Fig. 1: run 1, selected gate families
The bar under the picture is 50 microns long.
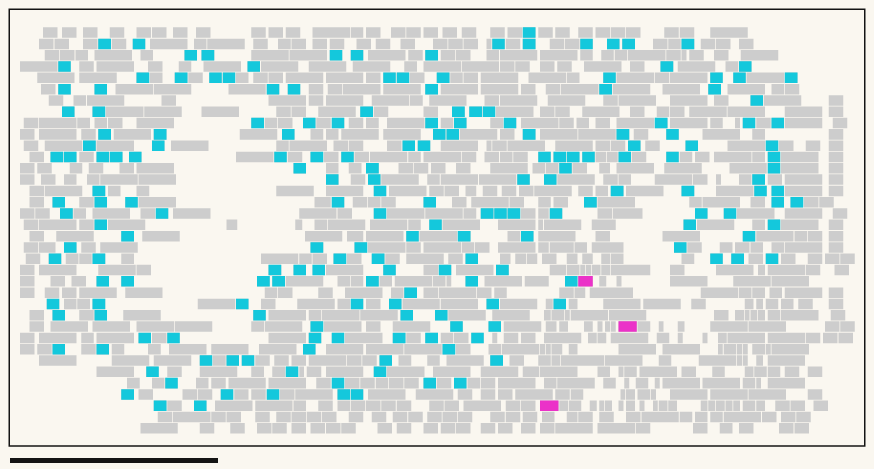
Fig. 2: run 1, cell classes on the final placement
The bar under the picture is 50 microns long.
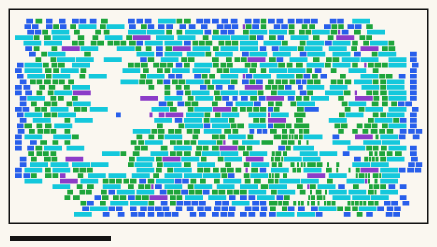
Fig. 3: run 1, register map, names as in the netlist
The bar under the picture is 50 microns long. Other sequential cells in the stronger grey, the rest of the logic in the fainter grey.
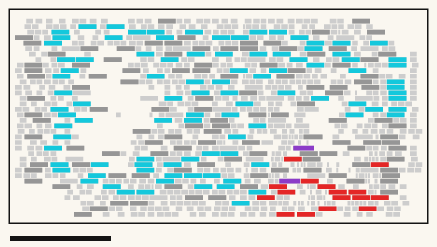
Fig. 4: run 1, congestion heat map
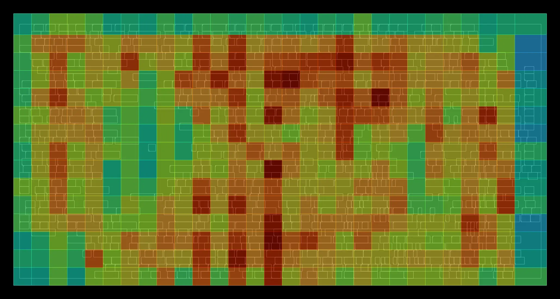
===== src/rtl/pipe_stage_skid.sv =====
// Elastic pipeline-stage register: valid/ready handshake, 2-entry skid buffer,
// synchronous flush, bubble zeroing and transfer/stall statistics counters.
module pipe_stage_skid #(
    parameter int                 DATA_W  = 96,
    parameter logic [DATA_W-1:0]  RST_VAL = {DATA_W{1'b0}},
    parameter int                 CNT_W   = 16
) (
    input  logic              clk,
    input  logic              rst,
    input  logic              flush,
    input  logic              in_valid,
    output logic              in_ready,
    input  logic [DATA_W-1:0] in_data,
    output logic              out_valid,
    input  logic              out_ready,
    output logic [DATA_W-1:0] out_data,
    output logic [CNT_W-1:0]  xfer_cnt,
    output logic [CNT_W-1:0]  stall_cnt
);

    typedef enum logic [1:0] {
        ST_EMPTY = 2'd0,
        ST_FULL  = 2'd1,
        ST_SKID  = 2'd2
    } state_t;

    state_t             r_state;
    logic [DATA_W-1:0]  r_main;
    logic [DATA_W-1:0]  r_skid;
    logic               r_out_valid;
    logic               r_in_ready;
    logic [CNT_W-1:0]   r_xfer;
    logic [CNT_W-1:0]   r_stall;

    logic               w_acc;
    logic               w_pop;

    assign w_acc = in_valid & r_in_ready;
    assign w_pop = r_out_valid & out_ready;

    // Stage FSM; handshake outputs are registered alongside the state they decode
    always_ff @(posedge clk or posedge rst) begin
        if (rst) begin
            r_state     <= ST_EMPTY;
            r_main      <= RST_VAL;
            r_skid      <= RST_VAL;
            r_out_valid <= 1'b0;
            r_in_ready  <= 1'b1;
        end else if (flush) begin
            r_state     <= ST_EMPTY;
            r_main      <= RST_VAL;
            r_skid      <= RST_VAL;
            r_out_valid <= 1'b0;
            r_in_ready  <= 1'b1;
        end else begin
            case (r_state)
                ST_EMPTY: begin
                    if (w_acc) begin
                        r_state     <= ST_FULL;
                        r_main      <= in_data;
                        r_out_valid <= 1'b1;
                        r_in_ready  <= 1'b1;
                    end else begin
                        r_state <= ST_EMPTY;
                    end
                end
                ST_FULL: begin
                    if (w_acc && w_pop) begin
                        r_main <= in_data;
                    end else if (w_pop) begin
                        r_state     <= ST_EMPTY;
                        r_main      <= RST_VAL;
                        r_out_valid <= 1'b0;
                        r_in_ready  <= 1'b1;
                    end else if (w_acc) begin
                        // Downstream stalled: park the new word, drop ready next cycle
                        r_state    <= ST_SKID;
                        r_skid     <= in_data;
                        r_in_ready <= 1'b0;
                    end else begin
                        r_state <= ST_FULL;
                    end
                end
                ST_SKID: begin
                    if (w_pop) begin
                        r_state    <= ST_FULL;
                        r_main     <= r_skid;
                        r_skid     <= RST_VAL;
                        r_in_ready <= 1'b1;
                    end else begin
                        r_state <= ST_SKID;
                    end
                end
                default: begin
                    r_state     <= ST_EMPTY;
                    r_main      <= RST_VAL;
                    r_skid      <= RST_VAL;
                    r_out_valid <= 1'b0;
                    r_in_ready  <= 1'b1;
                end
            endcase
        end
    end

    // Statistics counters; a pop in a flush cycle still counts, only rst clears them
    always_ff @(posedge clk or posedge rst) begin
        if (rst) begin
            r_xfer  <= {CNT_W{1'b0}};
            r_stall <= {CNT_W{1'b0}};
        end else begin
            if (w_pop) begin
                r_xfer <= r_xfer + {{(CNT_W-1){1'b0}}, 1'b1};
            end else begin
                r_xfer <= r_xfer;
            end
            if (r_out_valid && !out_ready) begin
                r_stall <= r_stall + {{(CNT_W-1){1'b0}}, 1'b1};
            end else begin
                r_stall <= r_stall;
            end
        end
    end

    assign in_ready  = r_in_ready;
    assign out_valid = r_out_valid;
    assign out_data  = r_main;
    assign xfer_cnt  = r_xfer;
    assign stall_cnt = r_stall;

endmodule

===== config.mk =====
export PLATFORM = sky130hd
export DESIGN_NAME = pipe_stage_skid
export DESIGN_NICKNAME = d
export VERILOG_FILES = /design/src/rtl/pipe_stage_skid.sv
export SDC_FILE = /design/constraint.sdc
export NUM_CORES = 1
export LEC_CHECK = 0
export CORE_ASPECT_RATIO = 0.5
export CORE_MARGIN = 2
export CORE_UTILIZATION = 51
export CTS_CLUSTER_SIZE = 12
export DETAILED_ROUTE_END_ITERATION = 6
export PLACE_DENSITY = 0.87
export SLEW_MARGIN = 25
export SYNTH_ARGS = -nofsm -noshare
export SYNTH_HDL_FRONTEND = slang
export SYNTH_SLANG_ARGS = --single-unit
export TNS_END_PERCENT = 20

===== constraint.sdc =====
create_clock -name clk -period 9.2 [get_ports clk]
set_input_delay 0.92 -clock clk [delete_from_list [all_inputs] [get_ports clk]]
set_output_delay 0.92 -clock clk [all_outputs]
set_load 0.05 [all_outputs]

==> flow_summary.yaml, run 1 <==
# implementation run metrics
status:
  status: "completed"
layout:
  non_clock_inverter_count: 5
  layout_top_cells: "230 x clkdlybuf4s50_1, 225 x dfrtp_1, 192 x a22o_1"
  drive_gt1_share_pct: 5.253
  comb_share_pct: 31.93
  n_clock_buffer: 34
  nFillCells: 1401
  clk_share_pct: 4.765
  top_area_cell_class: "sequential cells"
  lay_top_count: "clkdlybuf4s50_1"
  nMultiInputCombCells: 496
floorplan:
  core_area_sq_um: 19680
  fp-utilization_pct: 52.57
  n_tap_cell: 266
synth:
  ys_top_cells_by_count: "227 x dfrtp_1, 192 x a22o_1, 96 x mux2i_1, 96 x o2bb2ai_1, 37 x buf_2"
  top_area_cell: "dfrtp_1"
  ys_async_sr_fraction_pct: 100.0
  area_leaders: "dfrtp_1 55%, a22o_1 16%, mux2i_1 9.3%"
  synth_nets: 909
  netlist_area_sq_um: 10350
  yosysWarnings: 0
  edf_count: 0
min_path:
  min-delay-start: "xfer_cnt[15]"
clock_network:
  numCtsBuffers: 23
  clock_path_buffers: 3
  cts_resized: 0
  cts_tree: "done"
  clock_sinks: 228
setup_path:
  crit_path_start_kind: "input pin"
  cp_max_fo: 61
  cpPeakStageDelay_ns: 0.80
  reg2reg_slack_ns: 5.67
  worstSetupStartpoint: "out_ready"
power_and_ir_drop:
  powerDensity_nw_per_um2: 209.3
  ir_drop_uv: 111.3
grt:
  antenna_found_initial: 0
  grt_pass1_vias: 8134
routing:
  drtAntennaViolNets: 0
  dr.first_iter.drc_count: 601
sta:
  slew_viol_final: 0
  worst_slew_pin_slew_ns: 1.014
  finalHoldViolCount: 0
  tns_ns: 0
placement:
  gp_congestion: 0.8178
  dp.final_hpwl_microns: 17420
  io_buffer_count: 230
flow_run:
  max-cap-violations: 0
Back to the opening pictures, Fig. 1:
non-inverting ao/oa cells -> cyan  # cells 194, where all over the die
fa/ha/maj cells -> magenta  # cells 3

Back to the opening pictures, Fig. 2:
registers -> cyan  # cells 228
remaining buffers and delay cells -> blue  # cells 243
clock drivers and dummy loads -> purple  # cells 37
remaining logic cells -> green  # cells 501
Finished Cell Area: 13,420 sq um
std cell rows: 36

Back to the opening pictures, Fig. 3:
r_state -> purple  # placed flops 2
out_data -> cyan  # placed flops 96, where all over the die
stall_cnt -> red  # placed flops 16, where bottom right
not coloured = 114
register area: 5714 sq um
Seq power: 1190 uW
post-layout util: 68.16%
sequential cell area share: 42.59%

Back to the opening pictures, Fig. 4:
GR Layer Usage met3: 3.275%
wire length per cell: 21.62 microns
Total Routing Usage GR: 25.88%
GR Layer Usage met2: 41.72%

## run 1: worst max-delay path: cells and delay by family
family          cells  cell delay (ns)
compound gates      3             1.44
simple gates        1             0.31
buf+inv             2             1.20
## run 1: power breakdown
part | total (uW) | switching [uW] | internal [uW]
registers | 1190 | 92.8 | 1100
logic | 783 | 498 | 286
clock network | 835 | 373 | 462
## run 1: routing by layer
layer	up-vias	share of wire (%)
met5	-	0
met4	0	2.9
met2	262	48
met3	54	4.4
li1	3527	-
met1	4029	44
## run 1: logic make-up after synthesis
| family | Yosys count | share of synthesized area (%) |
|---|---|---|
| adders and majority gates | 3 | 0.3385 |
| buffers and inverters | 82 | 3.857 |
| DFF | 228 | 55.15 |
| muxes | 97 | 9.395 |
| AOI/OAI and AO/OA | 301 | 25.33 |
| and+or+nand+nor | 64 | 3.301 |
| xor gates and xnor gates | 31 | 2.624 |
## run 1: flip-flops by register name (all words and copies together) (netlist names)
name and cells:
xfer_cnt 16, r_skid 96, in_ready 1, r_state 2, stall_cnt 16, out_data 96, out_valid 1
## run 1: final timing paths
check	depth (start not counted)	to
min in group asynchronous	2	r_skid[2]
max in group asynchronous	3	r_state[1]
hold reg to reg	1	xfer_cnt[15]
hold / removal	1	xfer_cnt[15]
setup reg to reg	6	out_data[37]
setup / recovery	6	out_data[37]
## run 1: stage by stage
| step | hold WS [ns] | total power, uW | instance area (sq um) | setup WS [ns] |
|---|---|---|---|---|
| global route | 0.5070 | 2929 | 13420 | 5.466 |
| floorplan | 0.4656 | 1701 | 10350 | 2.034 |
| finish | 0.4714 | 2808 | 13420 | 5.650 |
| CTS | 0.4769 | 2827 | 13390 | 5.485 |
| detailed placement | 0.4690 | 1986 | 12750 | 5.160 |
| global placement | 0.4595 | 1967 | 12750 | 5.218 |
Fig. 5: run 1, cell sizes after repair
The bar under the picture is 50 microns long.
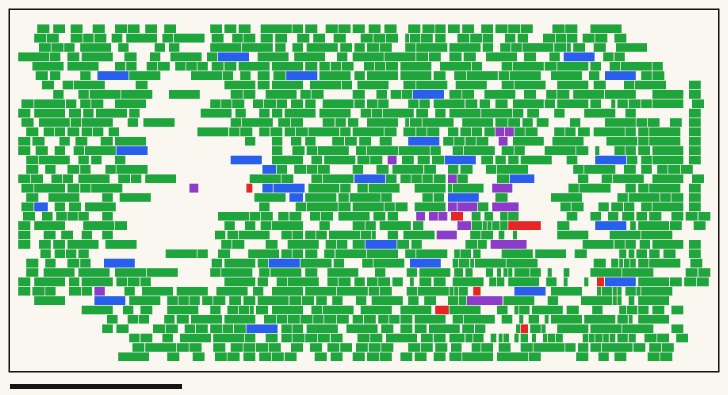

==> inputs of run 2 (changes only) <==
--- a/config.mk
+++ b/config.mk
@@ -7,10 +7,10 @@
 export LEC_CHECK = 0
 export CORE_ASPECT_RATIO = 0.5
 export CORE_MARGIN = 2
-export CORE_UTILIZATION = 51
+export CORE_UTILIZATION = 46
 export CTS_CLUSTER_SIZE = 12
 export DETAILED_ROUTE_END_ITERATION = 6
-export PLACE_DENSITY = 0.87
+export PLACE_DENSITY = 0.83
 export SLEW_MARGIN = 25
 export SYNTH_ARGS = -nofsm -noshare
 export SYNTH_HDL_FRONTEND = slang
==> constraint.sdc (replaced) <==
create_clock -name clk -period 3.12 [get_ports clk]
set_input_delay 0.312 -clock clk [delete_from_list [all_inputs] [get_ports clk]]
set_output_delay 0.312 -clock clk [all_outputs]
set_load 0.05 [all_outputs]
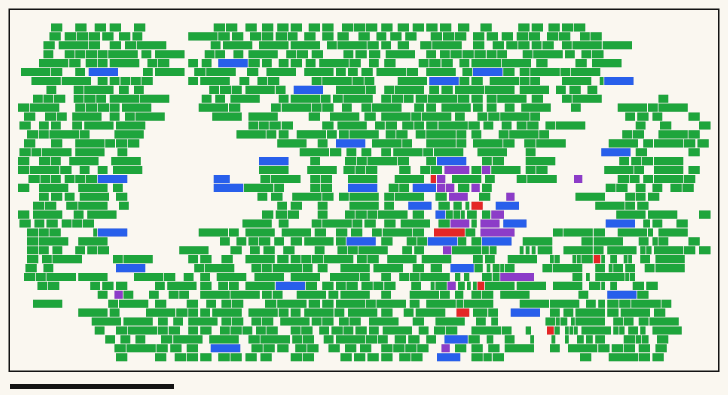
Fig. 6. Cell sizes after repair (run 2).
The bar under the picture is 50 microns long.
x3 and x4 -> purple  # cells 18, share 1.8%
x2 -> red  # cells 7, share 0.70%
x1 and smaller -> green  # cells 948, share 94%
x6 and larger -> blue  # cells 32, share 3.2%
Finished Cell Area: 13,530 sq um
Non-clock buffers: 246
post-route setup slack: 0.8732 ns
Area growth, synth to finish: 30.76%

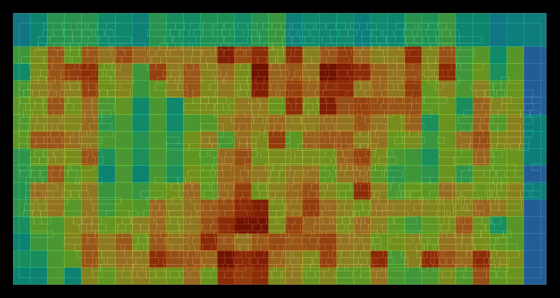
Fig. 7. Congestion heat map (run 2).
met1 Resource Use GR: 32.27%
wire length per cell: 21.65 microns
busiest layer in global routing: met2

==> flow_summary.yaml, run 2 <==
# implementation run metrics
status:
  status: "completed"
layout:
  layout_top_cells: "230 x clkdlybuf4s50_1, 225 x dfrtp_1, 192 x a22o_1"
  fin_util_pct: 61.87
  comb_area_sq_um: 4284
  drive_gt1_share_pct: 5.672
  lay_top_count: "clkdlybuf4s50_1"
  nFillCells: 1680
  instances_no_fill: 1306
  nNetsFinal: 1103
  seq_area_sq_um: 5714
sta:
  tns_ns: 0
  skew_ns: 0.01883
  setup_viol: 0
  slew_headroom_pct: 45.95
  finalHoldViolCount: 0
  slew_viol_final: 0
  finalCriticalPeriod_ns: 2.247
  fin_hold_ws_ns: 0.3288
  fmax_ghz: 0.4451
  rsz0062_at_grt: "false"
  worst_slew_pin_slew_ns: 0.8108
  finalCritPeriodShare_pct: 72.01
floorplan:
  dieWidth_microns: 216.1
  rows: 38
  core_area_sq_um: 21870
  dieArea_sq_um: 23780
  fp-utilization_pct: 47.31
  fp.dieH_microns: 110.1
grt:
  grt_usage_pct: 23.16
  antenna_found_initial: 0
  overflow: 0
  grt_max_degree: 153
  grt_pass1_vias: 7973
setup_path:
  cp.required_ns: 3.56
  cp_max_fo: 96
  crit_path_start_kind: "flip-flop"
  critPathKind: "flip-flop to flip-flop"
  critPathCaptureType: "flip-flop"
  crit_arrival_ns: 2.69
placement:
  post-place-cells: 1275
  gp_congestion: 0.8089
  dp.final_hpwl_microns: 17280
  placed_area_sq_um: 12910
  pre_cts_slack_ns: 0.5635
  io_buffer_count: 230
clock_network:
  htree_levels: 1
  cts_tree: "done"
  postCtsHoldBufs: 0
  cts_resized: 0
  clk_pin_slew_ns: 0.06
  clock_sinks: 228
  clock_path_buffers: 3
  cts-root-buf: "clkbuf_16"
  numCtsBuffers: 23
synth:
  netlist_area_sq_um: 10350
  top_area_cell: "dfrtp_1"
  yosysWarnings: 0
  ys_seq_share_pct: 55.15
  ys_top_cells_by_count: "227 x dfrtp_1, 192 x a22o_1, 96 x mux2i_1, 96 x o2bb2ai_1, 37 x buf_2"
  yosys_most_used_dff: "dfrtp_1"
  ys_area_sq_um: 10350
  syn_avg_cell_area_sq_um: 12.84
  ys_async_sr_fraction_pct: 100.0
  area_leaders: "dfrtp_1 55%, a22o_1 16%, mux2i_1 9.3%"
  edf_count: 0
  synth_nets: 909
routing:
  first_pass_iters: 5
  drc: 0
  dr.first_iter.drc_count: 651
  routed-via-count: 7922
  drtAntennaViolNets: 0
  drt_wl_total_microns: 28270
min_path:
  min_path_type: "input pin to async pin"
flow_run:
  max-cap-violations: 0
  warning_count: 30
power_and_ir_drop:
  cellLeakagePower_uw: 0.005647
  ir_drop_uv: 296.0
  powerDensity_nw_per_um2: 613.9
  totalPowerFinal_uw: 8307
==> run 2: area by class of cell <==
| class | instances | area share [%] |
|---|---|---|
| tap | 300 | 2.774 |
| timing repair buffer | 246 | 18.55 |
| multi-input combinational | 496 | 31.66 |
| inverter | 5 | 0.1665 |
| sequential | 228 | 42.23 |
| antenna | 1 | 0.01849 |
| clock buffer | 27 | 4.439 |
| clock inverter | 3 | 0.1572 |
==> run 2: final timing paths <==
check,start,to,slack [ns],cells after the start
hold / removal,rst,out_data[78],0.33,3
setup / recovery,r_state[0],r_skid[89],0.87,4
min in group clk,in_data[3],r_skid[3],0.46,2
hold reg to reg,xfer_cnt[15],xfer_cnt[15],0.48,1
max in group asynchronous,rst,r_state[1],2.04,3
setup reg to reg,r_state[0],r_skid[89],0.87,4
==> run 2: cells by family (layout without fill, tap and decap cells) <==
kind of cell	after synthesis	in the layout	synth area share [%]
adders and majority gates	3	3	0.3385
AOI/OAI and AO/OA	301	301	25.33
xor gates and xnor gates	31	31	2.624
buffers and inverters	82	281	3.857
DFF	228	228	55.15
and+or+nand+nor	64	64	3.301
muxes	97	97	9.395
other	0	1	0
==> run 2: per-layer routing <==
layer / GRT usage [%] / vias to the layer above / part of all wire [%]
li1: - / 3531 / -
met1: 32.27 / 4110 / 44
met2: 38.12 / 233 / 49
met3: 3.045 / 48 / 4.1
met4: 7.730 / 0 / 2.5
met5: 0 / - / 0
==> run 2: where the power goes <==
part / switching [uW] / internal, uW / total (uW) / leakage, uW
logic: 1480 / 862 / 2340 / 0.00223
clock network: 1110 / 1350 / 2460 / 0.000303
registers: 270 / 3230 / 3500 / 0.00311
==> run 2: worst max-delay path, cell delays in order (launching register included) <==
cell and delay (ns):
dfrtp_4 0.84, nand4b_1 0.35, nor3_4 0.24, buf_12 0.41, a22o_1 0.23
Fig. 8: run 2, register map, names as in the netlist
The bar under the picture is 50 microns long. Other sequential cells in the stronger grey, the rest of the logic in the fainter grey.
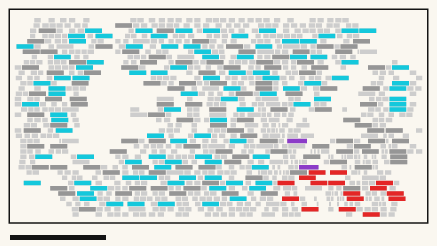

==> inputs of run 3 (changes only) <==
--- a/config.mk
+++ b/config.mk
@@ -7,10 +7,10 @@
 export LEC_CHECK = 0
 export CORE_ASPECT_RATIO = 0.5
 export CORE_MARGIN = 2
-export CORE_UTILIZATION = 46
+export CORE_UTILIZATION = 51
 export CTS_CLUSTER_SIZE = 12
 export DETAILED_ROUTE_END_ITERATION = 6
-export PLACE_DENSITY = 0.83
+export PLACE_DENSITY = 0.87
 export SLEW_MARGIN = 25
 export SYNTH_ARGS = -nofsm -noshare
 export SYNTH_HDL_FRONTEND = slang
==> constraint.sdc (replaced) <==
create_clock -name clk -period 2.15 [get_ports clk]
set_input_delay 0.215 -clock clk [delete_from_list [all_inputs] [get_ports clk]]
set_output_delay 0.215 -clock clk [all_outputs]
set_load 0.05 [all_outputs]
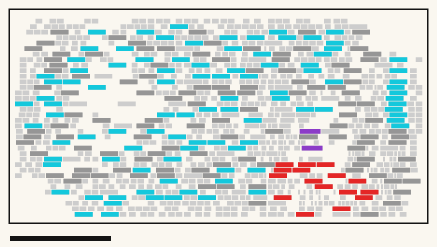
Fig. 9. Register map, names as in the netlist (run 3).
The bar under the picture is 50 microns long. Other sequential cells in the stronger grey, the rest of the logic in the fainter grey.
stall_cnt -> red  # placed flops 16, where bottom right
out_data -> cyan  # placed flops 96, where all over the die
r_state -> purple  # placed flops 2
not coloured = 114
post-layout util: 68.98%
sequential cell area share: 42.08%
Seq power: 5060 uW

==> flow_summary.yaml, run 3 <==
# implementation run metrics
status:
  status: "completed"
sta:
  rsz0062_at_grt: "false"
  slew_viol_final: 0
  fmax_ghz: 0.4946
  finalCritPeriodShare_pct: 94.03
  setup_viol: 0
  worst_slew_pin_slew_ns: 0.6960
synth:
  area_leaders: "dfrtp_1 55%, a22o_1 16%, mux2i_1 9.3%"
  ys_top_cells_by_count: "227 x dfrtp_1, 192 x a22o_1, 96 x mux2i_1, 96 x o2bb2ai_1, 37 x buf_2"
  top_area_cell: "dfrtp_1"
  yosysWarnings: 0
  yosys_most_used_dff: "dfrtp_1"
  edf_count: 0
  ys_async_sr_fraction_pct: 100.0
  synth_nets: 909
clock_network:
  cts-root-buf: "clkbuf_16"
  clock_sinks: 228
layout:
  seq_area_sq_um: 5714
  nNetsFinal: 1113
  instances_no_fill: 1283
grt:
  overflow: 0
  grt_max_degree: 114
routing:
  wl_met1_microns: 12420
  wl_met2_microns: 13450
  highest_layer: "met4"
  routedWlPerCell_microns: 21.71
  drt_wl_total_microns: 27860
  first_pass_iters: 5
  dr_wl_met3_microns: 1194
floorplan:
  fp-utilization_pct: 52.57
  fp.dieH_microns: 104.7
setup_path:
  worstPathCellList: "clkdlybuf4s50_1"
  cp_num_buf_inv: 1
  cpPeakStageDelay_ns: 0.86
  critPathCaptureType: "output pin"
  critPathKind: "flip-flop to output pin"
  crit_arrival_ns: 1.81
power_and_ir_drop:
  cellLeakagePower_uw: 0.005712
  ir_drop_uv: 436.9
flow_run:
  warning_count: 29
placement:
  dp.final_hpwl_microns: 17770
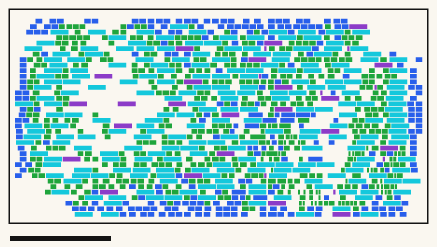
Fig. 10. Cell classes on the final placement (run 3).
The bar under the picture is 50 microns long.
Finished Cell Area: 13,580 sq um
core area: 19,680 sq um

[run 3: kinds of logic after synthesis]
| logic type | after synthesis | synth area share, % |
|---|---|---|
| buffers and inverters | 82 | 3.857 |
| adders and majority gates | 3 | 0.3385 |
| and+or+nand+nor | 64 | 3.301 |
| muxes | 97 | 9.395 |
| DFF | 228 | 55.15 |
| xor gates and xnor gates | 31 | 2.624 |
| AOI/OAI and AO/OA | 301 | 25.33 |
[run 3: layout make-up]
| cell class | count | area share [%] |
|---|---|---|
| Sequential cell | 228 | 42.08 |
| Multi-Input combinational cell | 496 | 31.55 |
| Timing Repair Buffer | 257 | 19.29 |
| Clock buffer | 31 | 4.460 |
| Tap cell | 266 | 2.451 |
| Inverter | 5 | 0.1659 |
[run 3: per-stage QoR]
stage	setup TNS, ns	worst slack, ns
final	0	0.1283
after global routing	0	0.08535
after CTS	0	0.01120
after detailed placement	0	0.08584
after global placement	0	0.1271
after floorplan	-237.30	-1.044
[run 3: final timing paths]
path                                     from       endpoint  slack [ns]  cells after the start
worst max-delay path             stall_cnt[5]   stall_cnt[5]        0.13                      1
worst min-delay path                      rst   stall_cnt[4]        0.21                      3
worst max register to register      out_valid   out_data[14]        0.22                      5
worst min register to register  stall_cnt[15]  stall_cnt[15]        0.48                      1
max in group asynchronous                 rst     r_skid[14]        1.36                      3
min in group clk                  in_data[60]     r_skid[60]        0.39                      2
[run 3: power breakdown]
group	internal (uW)	switching, uW	total [uW]
combinational	1280	2170	3460
sequential	4690	368	5060
clock	1930	1570	3510
[run 3: repair_timing]
action,4_1_cts,5_1_grt
setup endpoints to repair,1,1
gates cloned,0,0
resized,1,1
[run 3: layer usage]
metal | track usage, % | vias to the layer above
li1 | - | 3544
met1 | 37.17 | 4103
met2 | 40.44 | 269
met3 | 3.119 | 57
met4 | 7.914 | 0
met5 | 0 | -
Power and IR drop assume default switching activity.
